**src/rtl/rf_pkg.sv**
```systemverilog
`default_nettype none
// ============================================================================
//  Module      : rf_pkg
//  Description : Shared register-file definitions. Clear-engine state
//                encoding and the default register width/count reused by
//                the decode and writeback stages.
//  Ports       : none (package)
//  Revision    : 1.0 - initial release
// ============================================================================
package rf_pkg;

   localparam int RF_XLEN  = 32;
   localparam int RF_NREGS = 32;

   typedef enum logic [1:0] {
      RF_IDLE  = 2'd0,
      RF_CLEAR = 2'd1,
      RF_DONE  = 2'd2
   } rf_state_t;

endpackage : rf_pkg
`default_nettype wire

```
**src/rtl/reg_file_bypass_if.sv**
```systemverilog
`default_nettype none
// ============================================================================
//  Module      : reg_file_bypass_if
//  Description : Bus between the decode/writeback logic (master) and the
//                register file (slave).
//  Signals     : ra       - packed read addresses, port k at ra[k*AW +: AW]
//                rd       - packed read data, port k at rd[k*XLEN +: XLEN]
//                we/wa/wd - writeback port
//                clr_req  - bulk clear request
//                clr_busy - clear in progress
//                clr_done - one-cycle clear completion pulse
//  Revision    : 1.0 - initial release
// ============================================================================
interface reg_file_bypass_if #(
   parameter int XLEN  = 32,
   parameter int NREGS = 32,
   parameter int NRD   = 2
) ();
   localparam int AW = $clog2(NREGS);

   logic [NRD*AW-1:0]   ra;
   logic [NRD*XLEN-1:0] rd;
   logic                we;
   logic [AW-1:0]       wa;
   logic [XLEN-1:0]     wd;
   logic                clr_req;
   logic                clr_busy;
   logic                clr_done;

   modport master (
      output ra, we, wa, wd, clr_req,
      input  rd, clr_busy, clr_done
   );

   modport slave (
      input  ra, we, wa, wd, clr_req,
      output rd, clr_busy, clr_done
   );
endinterface : reg_file_bypass_if
`default_nettype wire

```
**src/rtl/rf_clear_fsm.sv**
```systemverilog
`default_nettype none
// ============================================================================
//  Module      : rf_clear_fsm
//  Description : Bulk-clear engine. Walks a pointer over every register,
//                one per cycle, then pulses clr_done for a single cycle.
//  Ports       : clk, reset_n  - clock, synchronous active-low reset
//                clr_req       - clear request, sampled only in IDLE
//                clr_busy      - registered, high for exactly NREGS cycles
//                clr_done      - registered one-cycle completion pulse
//                clr_we        - array write strobe for the clear pointer
//                clr_addr      - register being cleared this cycle
//                wr_allow      - external writes permitted (IDLE or DONE)
//                byp_allow     - write-to-read bypass permitted (IDLE)
//  Revision    : 1.0 - initial release
// ============================================================================
module rf_clear_fsm
   import rf_pkg::*;
#(
   parameter int NREGS = RF_NREGS
) (
   input  logic                     clk,
   input  logic                     reset_n,
   input  logic                     clr_req,
   output logic                     clr_busy,
   output logic                     clr_done,
   output logic                     clr_we,
   output logic [$clog2(NREGS)-1:0] clr_addr,
   output logic                     wr_allow,
   output logic                     byp_allow
);
   localparam int            AW     = $clog2(NREGS);
   localparam logic [AW-1:0] C_LAST = AW'(NREGS - 1);

   rf_state_t     r_state;
   logic [AW-1:0] r_ptr;
   logic          r_busy;
   logic          r_done;

   // busy/done are kept as their own flops so both outputs come straight
   // from registers and never from clr_req.
   always_ff @(posedge clk) begin
      if (!reset_n) begin
         r_state <= RF_IDLE;
         r_ptr   <= '0;
         r_busy  <= 1'b0;
         r_done  <= 1'b0;
      end else begin
         case (r_state)
            RF_IDLE: begin
               r_done <= 1'b0;
               if (clr_req) begin
                  r_state <= RF_CLEAR;
                  r_ptr   <= '0;
                  r_busy  <= 1'b1;
               end
            end
            RF_CLEAR: begin
               r_ptr <= r_ptr + 1'b1;
               // Exit on the last register; the pointer never wraps in use.
               if (r_ptr == C_LAST) begin
                  r_state <= RF_DONE;
                  r_busy  <= 1'b0;
                  r_done  <= 1'b1;
               end
            end
            RF_DONE: begin
               r_state <= RF_IDLE;
               r_done  <= 1'b0;
            end
            default: begin
               r_state <= RF_IDLE;
               r_busy  <= 1'b0;
               r_done  <= 1'b0;
            end
         endcase
      end
   end

   assign clr_busy  = r_busy;
   assign clr_done  = r_done;
   assign clr_we    = r_busy;
   assign clr_addr  = r_ptr;
   assign wr_allow  = !r_busy;
   assign byp_allow = (r_state == RF_IDLE);
endmodule : rf_clear_fsm
`default_nettype wire

```
**src/rtl/reg_file_bypass.sv**
```systemverilog
`default_nettype none
// ============================================================================
//  Module      : reg_file_bypass
//  Description : Parametrised register bank for the decode stage. NRD
//                combinational read ports with optional same-cycle
//                write-to-read bypass, optional hardwired zero register,
//                one writeback port and a multi-cycle bulk-clear engine.
//  Ports       : clk     - system clock
//                reset_n - synchronous active-low reset (zeroes the array)
//                bus     - reg_file_bypass_if slave: ra/rd read ports,
//                          we/wa/wd write port, clr_req/clr_busy/clr_done
//  Revision    : 1.0 - initial release
// ============================================================================
module reg_file_bypass
   import rf_pkg::*;
#(
   parameter int XLEN     = RF_XLEN,
   parameter int NREGS    = RF_NREGS,
   parameter int NRD      = 2,
   parameter int ZERO_REG = 1,
   parameter int BYPASS   = 1
) (
   input  logic               clk,
   input  logic               reset_n,
   reg_file_bypass_if.slave   bus
);
   localparam int AW = $clog2(NREGS);

   logic [XLEN-1:0] r_regs [NREGS];

   logic            w_clr_we;
   logic [AW-1:0]   w_clr_addr;
   logic            w_wr_allow;
   logic            w_byp_allow;
   logic            w_wa_is_zero;
   logic            w_wr_en;

   rf_clear_fsm #(
      .NREGS (NREGS)
   ) u_clear_fsm (
      .clk       (clk),
      .reset_n   (reset_n),
      .clr_req   (bus.clr_req),
      .clr_busy  (bus.clr_busy),
      .clr_done  (bus.clr_done),
      .clr_we    (w_clr_we),
      .clr_addr  (w_clr_addr),
      .wr_allow  (w_wr_allow),
      .byp_allow (w_byp_allow)
   );

   // A write to the hardwired zero register is swallowed here so that
   // both the array update and the bypass see the same qualification.
   assign w_wa_is_zero = (ZERO_REG != 0) && (bus.wa == '0);
   assign w_wr_en      = bus.we && w_wr_allow && !w_wa_is_zero;

   // The clear engine owns the write port while busy; external writes
   // are dropped during that window rather than queued.
   always_ff @(posedge clk) begin
      if (!reset_n) begin
         for (int i = 0; i < NREGS; i++) begin
            r_regs[i] <= '0;
         end
      end else if (w_clr_we) begin
         r_regs[w_clr_addr] <= '0;
      end else if (w_wr_en) begin
         r_regs[bus.wa] <= bus.wd;
      end
   end

   generate
      for (genvar k = 0; k < NRD; k++) begin : g_rd_port
         logic [AW-1:0]   w_ra;
         logic [XLEN-1:0] w_rd;

         assign w_ra = bus.ra[k*AW +: AW];

         // Bypass is restricted to IDLE: during a clear the write is
         // dropped, so forwarding wd would show data that never lands.
         always_comb begin
            w_rd = r_regs[w_ra];
            if ((ZERO_REG != 0) && (w_ra == '0)) begin
               w_rd = '0;
            end else if ((BYPASS != 0) && w_byp_allow && bus.we &&
                         !w_wa_is_zero && (bus.wa == w_ra)) begin
               w_rd = bus.wd;
            end
         end

         assign bus.rd[k*XLEN +: XLEN] = w_rd;
      end
   endgenerate
endmodule : reg_file_bypass
`default_nettype wire

```
**src/flat_wrapper.sv**
```systemverilog
// flat-port wrapper written by rule: the top's interface ports become plain ports
module reg_file_bypass_flat import rf_pkg::*;
#(
   parameter int XLEN     = RF_XLEN,
   parameter int NREGS    = RF_NREGS,
   parameter int NRD      = 2,
   parameter int ZERO_REG = 1,
   parameter int BYPASS   = 1
)
  (clk, reset_n, bus_ra, bus_we, bus_wa, bus_wd, bus_clr_req, bus_rd, bus_clr_busy, bus_clr_done);
  reg_file_bypass_if #(.XLEN(XLEN), .NREGS(NREGS), .NRD(NRD)) bus_i ();
  input  logic clk;
  input  logic reset_n;
  input wire logic [$bits(bus_i.ra)-1:0] bus_ra;
  input wire logic [$bits(bus_i.we)-1:0] bus_we;
  input wire logic [$bits(bus_i.wa)-1:0] bus_wa;
  input wire logic [$bits(bus_i.wd)-1:0] bus_wd;
  input wire logic [$bits(bus_i.clr_req)-1:0] bus_clr_req;
  output wire logic [$bits(bus_i.rd)-1:0] bus_rd;
  output wire logic [$bits(bus_i.clr_busy)-1:0] bus_clr_busy;
  output wire logic [$bits(bus_i.clr_done)-1:0] bus_clr_done;
  assign bus_i.ra = bus_ra;
  assign bus_i.we = bus_we;
  assign bus_i.wa = bus_wa;
  assign bus_i.wd = bus_wd;
  assign bus_i.clr_req = bus_clr_req;
  assign bus_rd = bus_i.rd;
  assign bus_clr_busy = bus_i.clr_busy;
  assign bus_clr_done = bus_i.clr_done;
  reg_file_bypass #(.XLEN(XLEN), .NREGS(NREGS), .NRD(NRD), .ZERO_REG(ZERO_REG), .BYPASS(BYPASS)) u_core (.clk(clk), .reset_n(reset_n), .bus(bus_i));
endmodule
```
**config.mk**
```make
export PLATFORM = sky130hd
export DESIGN_NAME = reg_file_bypass_flat
export DESIGN_NICKNAME = d
export VERILOG_FILES = /design/src/rtl/rf_pkg.sv /design/src/rtl/reg_file_bypass_if.sv /design/src/rtl/rf_clear_fsm.sv /design/src/rtl/reg_file_bypass.sv /design/src/flat_wrapper.sv
export SDC_FILE = /design/constraint.sdc
export NUM_CORES = 2
export LEC_CHECK = 0
export CORE_ASPECT_RATIO = 0.5
export CORE_UTILIZATION = 50
export DETAILED_ROUTE_END_ITERATION = 12
export PLACE_DENSITY_LB_ADDON = 0.1
export SYNTH_ARGS = -nofsm -noshare
export SYNTH_HDL_FRONTEND = slang
export SYNTH_SLANG_ARGS = --single-unit
```
**constraint.sdc**
```tcl
create_clock -name clk -period 3.4 [get_ports clk]
set_clock_uncertainty 0.05 [all_clocks]
set_input_delay 0.34 -clock clk [delete_from_list [all_inputs] [get_ports clk]]
set_output_delay 0.34 -clock clk [all_outputs]
set_load 0.1 [all_outputs]
```
### Ports around the boundary

Drawn at 1.5 px/um. Pins as bars across the die edge, other pins in gray.
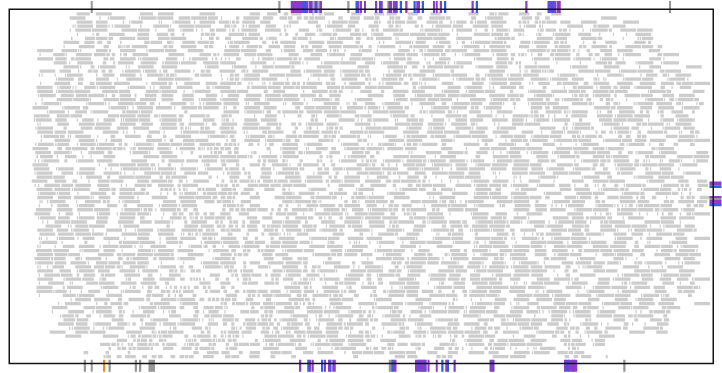
| port | color | pins | direction | edge |
|---|---|---|---|---|
| bus_wd | blue | 32 | input | 17 top, 13 bottom, 2 right |
| bus_rd | purple | 64 | output | 33 top, 26 bottom, 5 right |
| bus_clr_req | orange | 1 | input | bottom |
width of the die: 468 um
die height: 235 um
Port Buffers: 116

==> flow_metrics.tcl <==
# place-and-route summary
set metrics [dict create \
    status "finished, violations left" \
    violations "design-rule violations" \
    final_cell_area_um2 64900 \
    syn_area_per_cell_um2 13.9 \
    synth_flops 1033 \
    comb_cells 2475 \
    min_from "bus_clr_req" \
    syn_area_um2 54400 \
    synthCells 3909 \
    clock_buffers 119 \
    pre_cts_slack_ns -0.335 \
    ys_cells 3909 \
    area_leaders "edfxtp_1 57%, mux4_2 18%, nor2_1 7.1%, mux2i_1 5.1%, clkbuf_1 1.4%" \
    grt_overflow_total 0 \
    crit_arrival_ns 3.01 \
    total_power_mw 31.6 \
    max_freq_mhz 294 \
    avgRoutedWirePerCell_um 38.6 \
    placement_rows 85 \
    grt_max_degree 48 \
    top_logic_kind "multiplexers" \
    ys_sh_simple 0.105 \
    grt_pass1_wl_um 302000 \
    cts_tree "built" \
    route.met3.wl_um 34100 \
    endpoint "bus_rd[34]" \
    placeableCoreArea_um2 108000 \
    ff_type "edfxtp_1" \
    lay_top_count "nor2_1" \
    yosys-stat-area_um2 54400 \
    worstReg2RegStart "u_core.u_clear_fsm.clr_busy" \
    final_util 0.603 \
    vias 40500 \
    flop-count 1033 \
    synth_top_cell_by_count "nor2_1" \
    grt_use_total 0.399 \
    area_delta_synth_final_pct 19.4 \
    seq_area_um2 30900 \
    tns_ns 0 \
    crit_start "bus_wa[4]" \
    timing.final.crit_share 1.00 \
    wl_met1_um 80500 \
    yosys_warnings 0 \
    drtAntennaViolNets 0 \
    ys_seq_frac 0.569 \
    taps 1435 \
    worstSkewPairLatency_ns 0.73 \
    final_nets 4204 \
    yosys-top-cells-count "1029 x nor2_1, 1024 x edfxtp_1, 440 x mux4_2" \
    drive_gt1_frac 0.296 \
    cts.htree.levels 3 \
    min_period_ns 3.40 \
    cts_resized 20 \
    ys_sh_aoi 0.0464 \
    dpl-instance-area_um2 61400 \
    async_flop_share 0 \
    root_buffer "clkbuf_16" \
    r2r_slack_ns 0.44 \
    postCtsSetupRepairBufs 7 \
    tool_warnings 30 \
    holdWs_ns 0.235 \
    cts-buffers-inserted 97 \
    hold_violations 0 \
    die_area_um2 110000 \
    irDropWorstVdd_mv 0.428 \
    use_met3 0.136 \
    p_leak_nw 22.6 \
    top_layer "met5" \
    setup_ws_ns 0.000563 \
    grt_pass1_vias 39100 \
    cp-end-kind "output port" \
    mux_area_frac 0.241 \
    min_path_type "input port to flip-flop" \
    finalWirelength_um 219000 \
    cts_hold_repair.buffers 0 \
    yosysTopAreaCell "edfxtp_1" \
    post-route-drc-count 3 \
    seq_share 0.477 \
    powerDensity_nw_per_um2 487 \
]
### I/O nets highlighted

Drawn at 1 px/um.
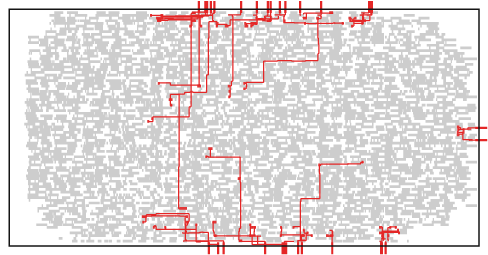
| port | color | bits | direction | edge | end cells | buffers | wire |
|---|---|---|---|---|---|---|---|
| bus_wd | red | 32 | input | 17 top, 13 bottom, 2 right | 96 | 32 | 2600 um |
io pins: 117

-- sequential cells by signal, indices dropped and copies added (netlist names) --
register                     cells
u_core.u_clear_fsm.r_state       2
u_core.u_clear_fsm.clr_done      1
u_core.r_regs                 1024
u_core.u_clear_fsm.clr_busy      1
u_core.u_clear_fsm.clr_addr      5
-- logic make-up after synthesis --
group | Yosys count
simple gates | 1348
buf+inv | 433
fa+ha+maj | 2
xor+xnor | 10
other cells | 1
mux | 747
compound gates | 335
flops | 1033
-- worst max-delay path: stages --
cell and delay (ns):
clkdlybuf4s50_1 0.47, or3_4 0.47, o311a_4 0.39, nand4_1 0.20, buf_4 0.37, nand4_1 0.16, o21ai_2 0.36, buf_12 0.23
-- power breakdown --
part	switching (mW)	internal [mW]
combinational	3.38	2.13
clock	5.16	6.27
sequential	0.242	14.4
No activity file was given, so power comes from the tool's default toggle rates.
